run_1/placement_by_type.png
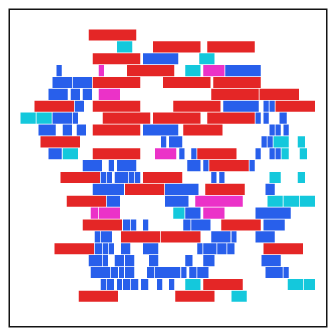
run_1/io_placement.png
Pins as bars across the die edge, other pins in gray.
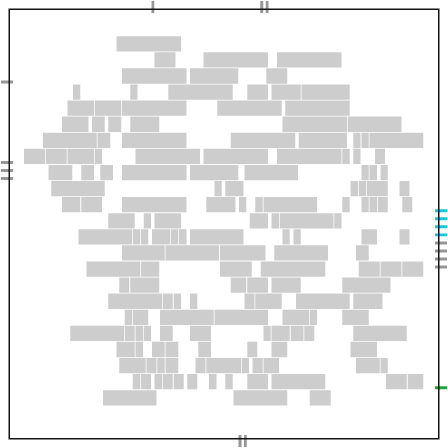
run_1/wires.png
Two of the layers only.
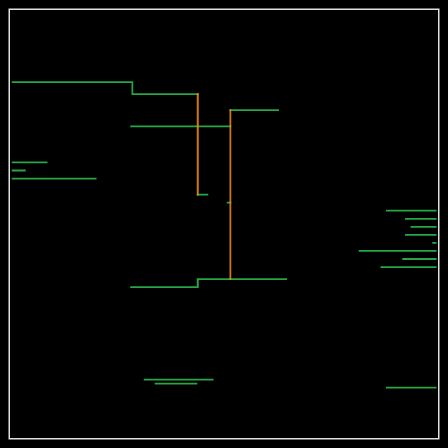
run_1/congestion.png
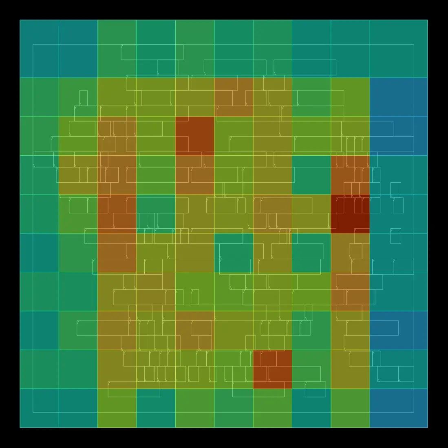
File: config.mk
export PLATFORM = sky130hd
export DESIGN_NAME = kypd_responder
export DESIGN_NICKNAME = d
export VERILOG_FILES = /design/src/rtl/kypd_pkg.sv /design/src/rtl/kypd_fifo.sv /design/src/rtl/kypd_responder.sv
export SDC_FILE = /design/constraint.sdc
export NUM_CORES = 1
export LEC_CHECK = 0
export CORE_MARGIN = 2
export CORE_UTILIZATION = 38
export CTS_CLUSTER_SIZE = 12
export DETAILED_ROUTE_END_ITERATION = 12
export GPL_TIMING_DRIVEN = 1
export PLACE_DENSITY_LB_ADDON = 0.15
export SETUP_SLACK_MARGIN = 0.05
export SLEW_MARGIN = 20
export SYNTH_ARGS = -nofsm -noshare
export SYNTH_HDL_FRONTEND = slang
export SYNTH_SLANG_ARGS = --single-unit
File: constraint.sdc
create_clock -name CLK -period 3 [get_ports CLK]
set_clock_uncertainty 0.15 [all_clocks]
set_input_delay 0.6 -clock CLK [delete_from_list [all_inputs] [get_ports CLK]]
set_output_delay 0.6 -clock CLK [all_outputs]
set_load 0.02 [all_outputs]
File: src/rtl/kypd_pkg.sv
// Shared types and constants for the keypad responder.
package kypd_pkg;

   typedef enum logic [1:0] {
      IDLE    = 2'd0,
      PRESS   = 2'd1,
      RELEASE = 2'd2
   } kypd_state_e;

   localparam logic [3:0] ROW_IDLE = 4'b1111;

   // Key code layout: row index in the upper pair, column index in the lower pair.
   localparam int unsigned KEY_ROW_MSB = 3;
   localparam int unsigned KEY_ROW_LSB = 2;
   localparam int unsigned KEY_COL_MSB = 1;
   localparam int unsigned KEY_COL_LSB = 0;

   // Counter width covering both the hold and gap terminal values; never zero.
   function automatic int unsigned cnt_width(input int unsigned a, input int unsigned b);
      int unsigned m;
      m = (a > b) ? a : b;
      return (m > 1) ? $clog2(m) : 1;
   endfunction

endpackage

File: src/rtl/kypd_fifo.sv
// Synchronous key-code queue; push is ignored when full, pop ignored when empty.
module kypd_fifo #(
   parameter int unsigned DEPTH = 4,
   parameter int unsigned WIDTH = 4
) (
   input  logic                       i_clk,
   input  logic                       i_arst_n,
   input  logic                       i_push,
   input  logic [WIDTH-1:0]           i_data,
   input  logic                       i_pop,
   output logic [WIDTH-1:0]           o_data,
   output logic                       o_full,
   output logic                       o_empty,
   output logic [$clog2(DEPTH):0]     o_count
);

   localparam int unsigned PTR_W = $clog2(DEPTH);
   localparam int unsigned CNT_W = PTR_W + 1;

   logic [WIDTH-1:0] r_mem [DEPTH];
   logic [PTR_W-1:0] r_wptr;
   logic [PTR_W-1:0] r_rptr;
   logic [CNT_W-1:0] r_count;
   logic             w_push;
   logic             w_pop;

   assign o_full  = (r_count == CNT_W'(DEPTH));
   assign o_empty = (r_count == '0);
   assign o_count = r_count;
   assign o_data  = r_mem[r_rptr];
   assign w_push  = i_push && !o_full;
   assign w_pop   = i_pop && !o_empty;

   // Storage array; contents need no reset since occupancy guards every read.
   always_ff @(posedge i_clk) begin
      if (w_push) begin
         r_mem[r_wptr] <= i_data;
      end
   end

   // Pointers wrap naturally because DEPTH is a power of two.
   always_ff @(posedge i_clk or negedge i_arst_n) begin
      if (!i_arst_n) begin
         r_wptr  <= '0;
         r_rptr  <= '0;
         r_count <= '0;
      end else begin
         if (w_push) r_wptr <= r_wptr + PTR_W'(1);
         if (w_pop)  r_rptr <= r_rptr + PTR_W'(1);
         r_count <= r_count + CNT_W'(w_push) - CNT_W'(w_pop);
      end
   end

endmodule

File: src/rtl/kypd_responder.sv
// Keypad-side model of a 4x4 matrix: presses queued keys against the scanner's column drive.
module kypd_responder
   import kypd_pkg::*;
#(
   parameter int unsigned HOLD_CYCLES = 64,
   parameter int unsigned GAP_CYCLES  = 32,
   parameter int unsigned FIFO_DEPTH  = 4
) (
   input  logic       CLK,
   input  logic       ARSTL,
   input  logic [3:0] COL,
   output logic [3:0] ROW,
   input  logic [3:0] KEYIN,
   input  logic       KEYVALID,
   output logic       KEYREADY,
   output logic       BUSY,
   output logic       DONE
);

   localparam int unsigned CNT_W = cnt_width(HOLD_CYCLES, GAP_CYCLES);
   localparam logic [CNT_W-1:0] HOLD_LAST = CNT_W'(HOLD_CYCLES - 1);
   localparam logic [CNT_W-1:0] GAP_LAST  = CNT_W'(GAP_CYCLES - 1);

   kypd_state_e                  r_state;
   kypd_state_e                  w_state_nxt;
   logic [CNT_W-1:0]             r_cnt;
   logic [CNT_W-1:0]             w_cnt_nxt;
   logic [1:0]                   r_krow;
   logic [1:0]                   r_kcol;
   logic                         r_done;
   logic                         w_done_nxt;
   logic                         r_busy;
   logic                         w_pop;
   logic [3:0]                   w_fifo_data;
   logic                         w_full;
   logic                         w_empty;
   logic [$clog2(FIFO_DEPTH):0]  w_count;
   logic [3:0]                   w_row;

   kypd_fifo #(
      .DEPTH (FIFO_DEPTH),
      .WIDTH (4)
   ) u_fifo (
      .i_clk    (CLK),
      .i_arst_n (ARSTL),
      .i_push   (KEYVALID),
      .i_data   (KEYIN),
      .i_pop    (w_pop),
      .o_data   (w_fifo_data),
      .o_full   (w_full),
      .o_empty  (w_empty),
      .o_count  (w_count)
   );

   assign KEYREADY = !w_full;
   assign BUSY     = r_busy;
   assign DONE     = r_done;

   // Next-state, counter and pop decode.
   always_comb begin
      w_state_nxt = r_state;
      w_cnt_nxt   = r_cnt;
      w_pop       = 1'b0;
      w_done_nxt  = 1'b0;
      unique case (r_state)
         IDLE: begin
            if (!w_empty) begin
               w_pop       = 1'b1;
               w_cnt_nxt   = '0;
               w_state_nxt = PRESS;
            end
         end
         PRESS: begin
            if (r_cnt == HOLD_LAST) begin
               w_cnt_nxt   = '0;
               w_state_nxt = RELEASE;
            end else begin
               w_cnt_nxt = r_cnt + CNT_W'(1);
            end
         end
         RELEASE: begin
            if (r_cnt == GAP_LAST) begin
               w_cnt_nxt   = '0;
               w_state_nxt = IDLE;
               w_done_nxt  = 1'b1;
            end else begin
               w_cnt_nxt = r_cnt + CNT_W'(1);
            end
         end
         default: begin
            w_cnt_nxt   = '0;
            w_state_nxt = IDLE;
         end
      endcase
   end

   // State, counter, key register and registered status flags.
   always_ff @(posedge CLK or negedge ARSTL) begin
      if (!ARSTL) begin
         r_state <= IDLE;
         r_cnt   <= '0;
         r_krow  <= '0;
         r_kcol  <= '0;
         r_done  <= 1'b0;
         r_busy  <= 1'b0;
      end else begin
         r_state <= w_state_nxt;
         r_cnt   <= w_cnt_nxt;
         r_done  <= w_done_nxt;
         r_busy  <= (r_state != IDLE) || (w_count != '0);
         if (w_pop) begin
            r_krow <= w_fifo_data[KEY_ROW_MSB:KEY_ROW_LSB];
            r_kcol <= w_fifo_data[KEY_COL_MSB:KEY_COL_LSB];
         end
      end
   end

   // Switch model: the pressed key connects its column to its row, nothing else conducts.
   always_comb begin
      w_row = ROW_IDLE;
      if (r_state == PRESS) begin
         w_row[r_krow] = COL[r_kcol];
      end
   end

   assign ROW = w_row;

endmodule
==> metrics.csv, run 1 <==
stage,metric,value,unit
status,outcome,"complete, no violations",
placed_design,RD Place Congestion,0.733,
global_routing,largest net degree at the start of global routing,22,
floorplanning,die width,72.4,µm
placed_design,placed cell area,0.00202,mm²
run,max-cap check violation count,0,
critical_path,Critical-path top delay cell,mux4_2,
finish,synthesis-to-layout area growth,18.7,%
logic_synthesis,top cell type's share of synthesized area,0.296,
clock_tree,clk ins delay skew pair,280,ps
critical_path,cells along the critical path,"clkdlybuf4s50_1, mux4_2, nand2b_4, or3_1, buf_2",
logic_synthesis,mapped cell area,0.00178,mm²
finish,antenna cells,0,
logic_synthesis,Post-synth EDFFs,16,
placed_design,I/O Buffers,17,
critical_path,"setup slack, reg-to-reg",510,ps
placed_design,post-DP HPWL,2190,µm
routing,Vias,1093,
clock_tree,Num CTS Buffers,5,
routing,First DRT Iteration DRCs,50,
floorplanning,I/O pins,18,
logic_synthesis,XORs/XNORs by Area,0.0247,
global_routing,vias in the first global route,1129,
finish,most frequent cells in the layout,"23 x nand2_1, 21 x dfrtp_1, 16 x edfxtp_1",
timing,Hold WS,361,ps
pwr,P per Cell Area,914,mW/mm²
## Picture notes: placement_by_type.png
cyan -> remaining buffers and delay cells  # cells 20, share of their area 8.5%
blue -> combinational and other logic  # cells 101, share of their area 37%
magenta -> clock drivers and dummy loads  # cells 8, share of their area 5.3%
red -> sequential cells  # cells 37, share of their area 49%
row cnt: 24
core area: 0.00441 mm²
final instance area: 0.00211 mm²
Final Util: 0.478

## Picture notes: io_placement.png
cyan -> ROW  # pins 4, direction output, edge right
green -> ARSTL  # pins 1, direction input, edge right

## Picture notes: wires.png
orange -> metal 4  # wire length 45.6 µm
green -> metal 3  # wire length 186 µm

## Picture notes: congestion.png
met3 usage: 0.0556
routed len/inst: 13.7 µm
met2 Usage GRT: 0.196
M1 GR Usage: 0.177
layer with the highest usage: met2

==> run 1: report_power, final <==
group	leakage (nW)	internal, mW	switching [mW]
clock	0.0552	0.247	0.169
combinational	0.428	0.341	0.346
sequential	0.409	0.682	0.142
total	0.892	1.27	0.657
==> run 1: state kept, by name (all words and copies together), names as in the netlist <==
| name | cells |
|---|---|
| r_cnt | 6 |
| r_krow | 2 |
| u_fifo.r_rptr | 2 |
| BUSY | 1 |
| u_fifo.r_mem | 16 |
| u_fifo.r_wptr | 2 |
| u_fifo.o_count | 3 |
| DONE | 1 |
| r_state | 2 |
| r_kcol | 2 |
==> run 1: routing by layer <==
metal	GRT usage	wire length [µm]	share of wire	vias up
met5	0	0	0	-
met4	0.0545	45	0.015	0
met3	0.0556	186	0.062	6
met2	0.196	1370	0.46	22
met1	0.177	1390	0.47	527
li1	-	-	-	538
==> run 1: metrics by stage <==
stage	instances	worst slack [ps]
2_1_floorplan	140	652
3_3_place_gp	210	-189
3_5_place_dp	210	-216
4_1_cts	218	52.8
5_1_grt	218	122
6_report	218	167
==> run 1: cells in the mapped netlist, drive strengths merged (2+ instances only) <==
library cell,count
and2,2
and3,6
buf,2
dfrtp,21
edfxtp,16
ha,11
inv,12
mux2,2
mux2i,2
mux4,5
nand2,23
nand3,5
nor2,6
nor4b,2
o21ai,6
xnor2,5
==> run 1: what timing repair did <==
action                     in CTS  in global routing
pin swaps                       0                  0
resized                         9                  4
setup buffers                   0                  0
setup endpoints to repair       4                  4
==> run 1: final timing paths <==
kind,startpoint,endpoint,cells after the start
worst max register to register,u_fifo.o_count[1]$_DFF_PN0_,u_fifo.o_count[2]$_DFF_PN0_,9
max in group asynchronous,ARSTL,u_fifo.o_count[0]$_DFF_PN0_,2
min in group asynchronous,ARSTL,u_fifo.r_rptr[0]$_DFFE_PN0P_,2
worst min register to register,r_kcol[1]$_DFFE_PN0P_,r_kcol[1]$_DFFE_PN0P_,2
worst max-delay path,COL[3],ROW[0],5
worst min-delay path,r_kcol[1]$_DFFE_PN0P_,r_kcol[1]$_DFFE_PN0P_,2
==> run 1: layout make-up <==
class	instances	area, µm²	area share
Sequential cell	37	1010	0.477
Multi-Input combinational cell	89	712	0.338
Timing Repair Buffer	20	173	0.0819
Clock buffer	6	72.6	0.0344
Tap cell	52	65.1	0.0309
Inverter	12	45.0	0.0214
Clock inverter	2	35.0	0.0166
==> run 1: cells by family (layout without fill, tap and decap cells) <==
logic type      Yosys count  count (layout)
compound gates           13              13
xor+xnor                  5               5
simple gates             50              50
fa+ha+maj                12              12
flops                    37              37
buf+inv                  14              40
mux                       9               9
==> run 1: worst register-to-register path: stages, from the launching register on <==
cell and delay, ps:
dfrtp_1 480, o31ai_4 370, inv_1 190, ha_1 300, inv_1 50, ha_1 130
inv_1 40, fa_1 370, xnor2_1 150, xnor2_1 130
run_1/clk_routes.png
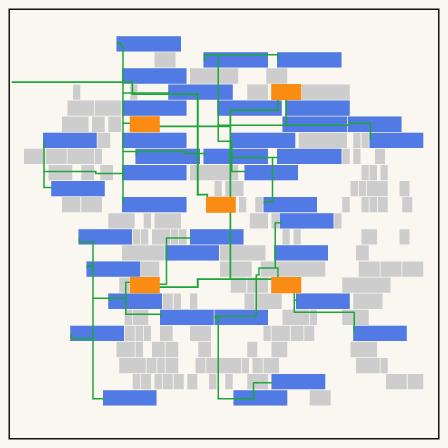

==> run 2, diff against run 1 <==
--- a/config.mk
+++ b/config.mk
@@ -5,7 +5,6 @@
 export SDC_FILE = /design/constraint.sdc
 export NUM_CORES = 1
 export LEC_CHECK = 0
-export CORE_MARGIN = 2
 export CORE_UTILIZATION = 38
 export CTS_CLUSTER_SIZE = 12
 export DETAILED_ROUTE_END_ITERATION = 12
run_2/clk_routes.png
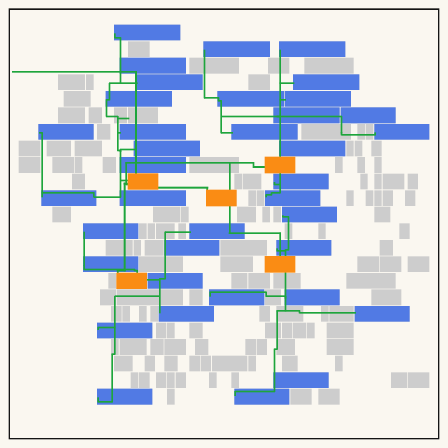
blue -> flip-flops  # count 37
green -> clock wires  # length 412 µm
orange -> clock drivers  # count 5
routed clock nets = 6
Clk. pwr: 0.441 mW
Clk network pwr share: 0.226

==> metrics.csv, run 2 <==
stage,metric,value,unit,change
routing,routed len/inst,13.5,µm,-1.3%
floorplanning,I/O pins,18,,unchanged
global_routing,largest net degree at the start of global routing,22,,unchanged
run,max-cap check violation count,0,,unchanged
logic_synthesis,mapped cell area,0.00178,mm²,unchanged
critical_path,Reg2Reg Capture Point,u_fifo.o_count[2]$_DFF_PN0_,,
logic_synthesis,Post-synth EDFFs,16,,unchanged
logic_synthesis,top-count cell post-synth,nand2_1,,
clock_tree,post-CTS setup buffers,0,,unchanged
placed_design,placed cell area,0.00202,mm²,unchanged
hold_path,Hold Path Origin,r_kcol[1]$_DFFE_PN0P_,,
critical_path,R2R depth,9,,unchanged
timing,Hold WS,360,ps,-1.04 ps
status,outcome,"complete, no violations",,
clock_tree,Num CTS Buffers,5,,unchanged
finish,most frequent cells in the layout,"23 x nand2_1, 21 x dfrtp_1, 16 x edfxtp_1",,
pwr,Reg power frac,0.421,,-0.007
routing,Vias,1105,,+1.1%
pwr,Comb power frac,0.353,,-0.004
clock_tree,clk ins delay skew pair,280,ps,about the same
hold_path,Hold EP,r_kcol[1]$_DFFE_PN0P_,,
finish,final instance area,0.00212,mm²,+0.59%
[run 2: cell counts after synthesis]
Identical to the previous run, type by type.
[run 2: kinds of logic (layout without fill, tap and decap cells)]
| logic type | Yosys count | in the layout | share of synthesized area |
|---|---|---|---|
| flip-flops | 37 | 37 | 0.567 |
| multiplexers | 9 | 9 | 0.0874 |
| AND/OR/NAND/NOR | 50 | 50 | 0.143 |
| AND-OR/OR-AND | 13 | 13 | 0.0571 |
| adder cells (fa/ha/maj) | 12 | 12 | 0.0888 |
| XOR/XNOR | 5 | 5 | 0.0247 |
| buffers and inverters | 14 | 40 | 0.0324 |
[run 2: worst max path at each step]
stage | depth (start not counted) | slack (ps) | endpoint | startpoint
2_1_floorplan | 3 | 650 | ROW[0] | COL[3]
3_3_place_gp | 5 | -190 | ROW[0] | COL[3]
3_5_place_dp | 5 | -200 | ROW[0] | COL[1]
4_1_cts | 5 | 40 | ROW[0] | COL[1]
5_1_grt | 7 | 110 | ROW[2] | COL[2]
6_report | 5 | 180 | ROW[0] | COL[2]
[run 2: per-layer routing]
| metal | vias up | GRT usage | routed length [µm] |
|---|---|---|---|
| met5 | - | 0 | 0 |
| met4 | 0 | 0.0578 | 33 |
| met3 | 4 | 0.0433 | 130 |
| met2 | 24 | 0.205 | 1390 |
| met1 | 535 | 0.177 | 1400 |
| li1 | 542 | - | - |
[run 2: cell type report]
class	instances	area, µm²	area share
clock buffer	6	82.6	0.0389
clock inverter	2	37.5	0.0177
inverter	12	45.0	0.0212
multi-input combinational	89	712	0.336
sequential	37	1010	0.474
tap	52	65.1	0.0307
timing repair buffer	20	173	0.0814
[run 2: worst max-delay path, stage by stage]
cell and delay [ps]:
clkdlybuf4s50_1 400, mux4_2 450, nand2b_4 150, or3_1 300, clkbuf_2 160
[run 2: metrics by stage]
stage	power (mW)	utilization	setup slack (ps)	TNS (ps)	instances
2_1_floorplan	1.34	-	652	0	140
3_3_place_gp	1.52	0.458	-189	-612	210
3_5_place_dp	1.55	0.458	-201	-715	210
4_1_cts	1.99	0.485	39.7	0	218
5_1_grt	2.11	0.480	115	0	218
6_report	1.96	0.480	182	0	218
[run 2: repair_timing]
action / in CTS / in global routing
resized: 8 / 4
gates cloned: 0 / 0
setup endpoints to repair: 4 / 4
[run 2: power groups by stage]
stage	Combinational [mW]	Clock (mW)	Sequential (mW)
after floorplan	0.551	0	0.790
after global routing	0.790	0.474	0.848
after global placement	0.685	0	0.830
after detailed placement	0.711	0	0.840
final	0.691	0.441	0.824
after CTS	0.708	0.448	0.829
Power and IR drop assume default switching activity.
